placed.png
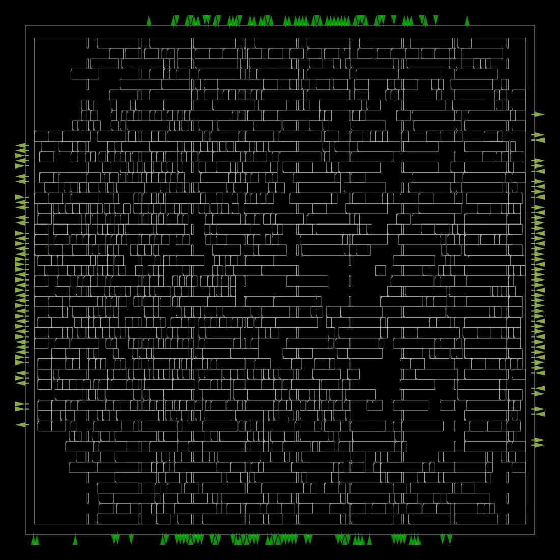
ff_map.png
The bar under the picture is 50 um long.
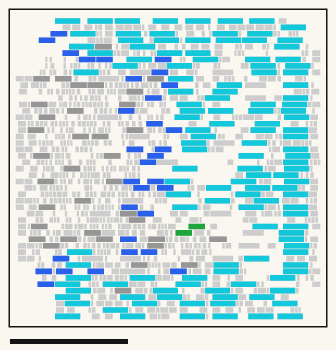
class_map.png
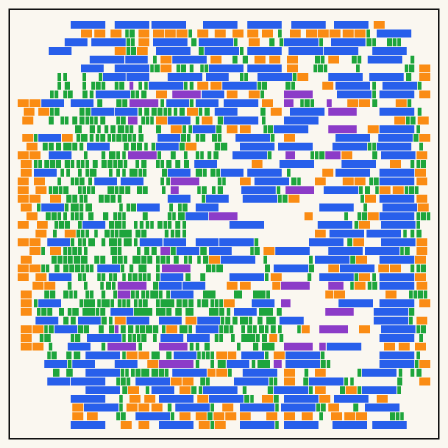
util_map.png
The die is cut into 13 by 13 equal tiles; white is low, dark blue is high, 0 to 100% covered.
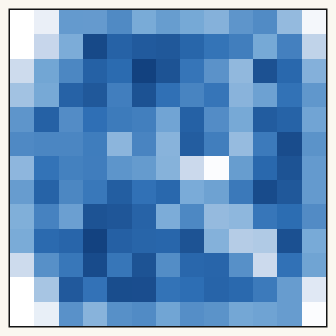
==> config.mk <==
export PLATFORM = sky130hd
export DESIGN_NAME = instruction_fetch_unit
export DESIGN_NICKNAME = d
export VERILOG_FILES = /design/src/rtl/kgp_risc_pkg.sv /design/src/rtl/ifu_fifo.sv /design/src/rtl/instruction_fetch_unit.sv
export SDC_FILE = /design/constraint.sdc
export NUM_CORES = 1
export LEC_CHECK = 0
export ABC_AREA = 1
export CORE_MARGIN = 2
export CORE_UTILIZATION = 50
export DETAILED_ROUTE_END_ITERATION = 10
export PLACE_DENSITY = 0.82
export SYNTH_ARGS = -nofsm -noshare
export SYNTH_HDL_FRONTEND = slang
export SYNTH_SLANG_ARGS = --single-unit
==> constraint.sdc <==
create_clock -name clock -period 6.4 [get_ports clock]
set_clock_uncertainty 0.05 [all_clocks]
set_input_delay 0.96 -clock clock [delete_from_list [all_inputs] [get_ports clock]]
set_output_delay 0.96 -clock clock [all_outputs]
set_load 0.01 [all_outputs]
==> qor.txt <==
static power due to leakage: 4.41 nW
Post-synth EDFFs: 128
post-route clock period utilization: 0.551
max incr delay on CP: 0.81 ns
die span in y: 134 um
combined area of all synthesized cells: 8430 sq um
clock-pin slew of the registers on the worst-case setup and hold paths: 0.07 ns
Skew-Pair Late Insertion Delay: 0.43 ns
part of the power in the clock network: 0.381
share of total power in sequential cells: 0.529
total power density per cell area: 243 nW/um^2
Sink Count: 198
global routing usage summed across all routing layers: 0.233
Max Root-Sink Buffers: 2
maximum clock frequency: 284 MHz
Max Cap Viol: 0
post-route worst setup slack: 2.87 ns
highest-delay cell along the critical path: sky130_fd_sc_hd__inv_2
fraction of final layout cells sized beyond drive strength 1: 0.0559
vias post-DR: 6896
sequential element share of the synthesized area: 0.622
yosys-reported design area after synthesis: 8430 sq um
worst rel slew slack: 0.232
number of antenna violations at the first check in global routing: 0
net switching fraction of the power: 0.230
number of library cell types mapped by synthesis: 35
# hold bufs at CTS: 0
most instantiated library cell after synthesis: sky130_fd_sc_hd__nand2_1
dominant register cell in the synthesized netlist: sky130_fd_sc_hd__edfxtp_1
Detail Placement HPWL: 13600 um
FF+latch count, synth: 198
run status: finished clean
layer with the highest usage: met2
Comb area: 2660 sq um
wire length of the first global-routing pass: 32800 um
unrepaired setup endpoints after global routing: false
combinational cell power: 0.241 mW
number of global-route vias before repair: 6580
layout filler cell count: 1281
Overall Power: 2.71 mW
Back to the opening pictures, placed.png:
fin cells: 1329
register fraction of the total cell area: 0.470

Back to the opening pictures, ff_map.png:
[blue] `imem_addr` | sequential cells: 32
[green] `u_fifo.count` | sequential cells: 2
[cyan] `u_fifo.mem_q` | sequential cells: 128 | where: widely spread
not colored: 36
end-of-flow core utilization: 0.675
Seq. cell area: 5250 sq um

Back to the opening pictures, class_map.png:
[blue] registers | cells: 198 | share of their area: 48%
[green] remaining logic cells | cells: 675 | share of their area: 28%
[purple] clock drivers and dummy loads | cells: 32 | share of their area: 5.3%
[orange] remaining buffers and delay cells | cells: 204 | share of their area: 19%
standard-cell row count: 47
post-route design area: 11200 sq um
core region area: 16500 sq um

Back to the opening pictures, util_map.png:
mean over tiles: 61%
tiles over 75% full: 29%
nearly empty tiles: 3.6%
fullest tile: 93%
initial core utilization: 0.510

cells by family after synthesis:
family	share of synthesized area
AND-OR/OR-AND	0.0892
XOR/XNOR	0.00208
adder cells (fa/ha/maj)	0.00445
buffers and inverters	0.0652
flip-flops	0.622
AND/OR/NAND/NOR	0.217
placed cells by master (no fill, tap or decap), drive strengths merged, types with 2 or more instances in the layout:
cell type,instances
nand2,255
clkdlybuf4s50,197
edfxtp,128
inv,107
a21oi,96
nand3,91
dfxtp,70
nor2,51
o21ai,33
clkbuf,19
or2,11
nand4,9
o21bai,9
buf,7
clkinv,5
ha,3
nor3,3
nand3b,2
a21o,2
and2,2
clkinvlp,2
stage by stage:
step	cell area, sq um	instances
after floorplan	8430	914
after global placement	10600	1297
after detailed placement	10600	1297
after CTS	11200	1329
after global routing	11200	1329
final	11200	1329
No activity file was given, so power comes from the tool's default toggle rates.
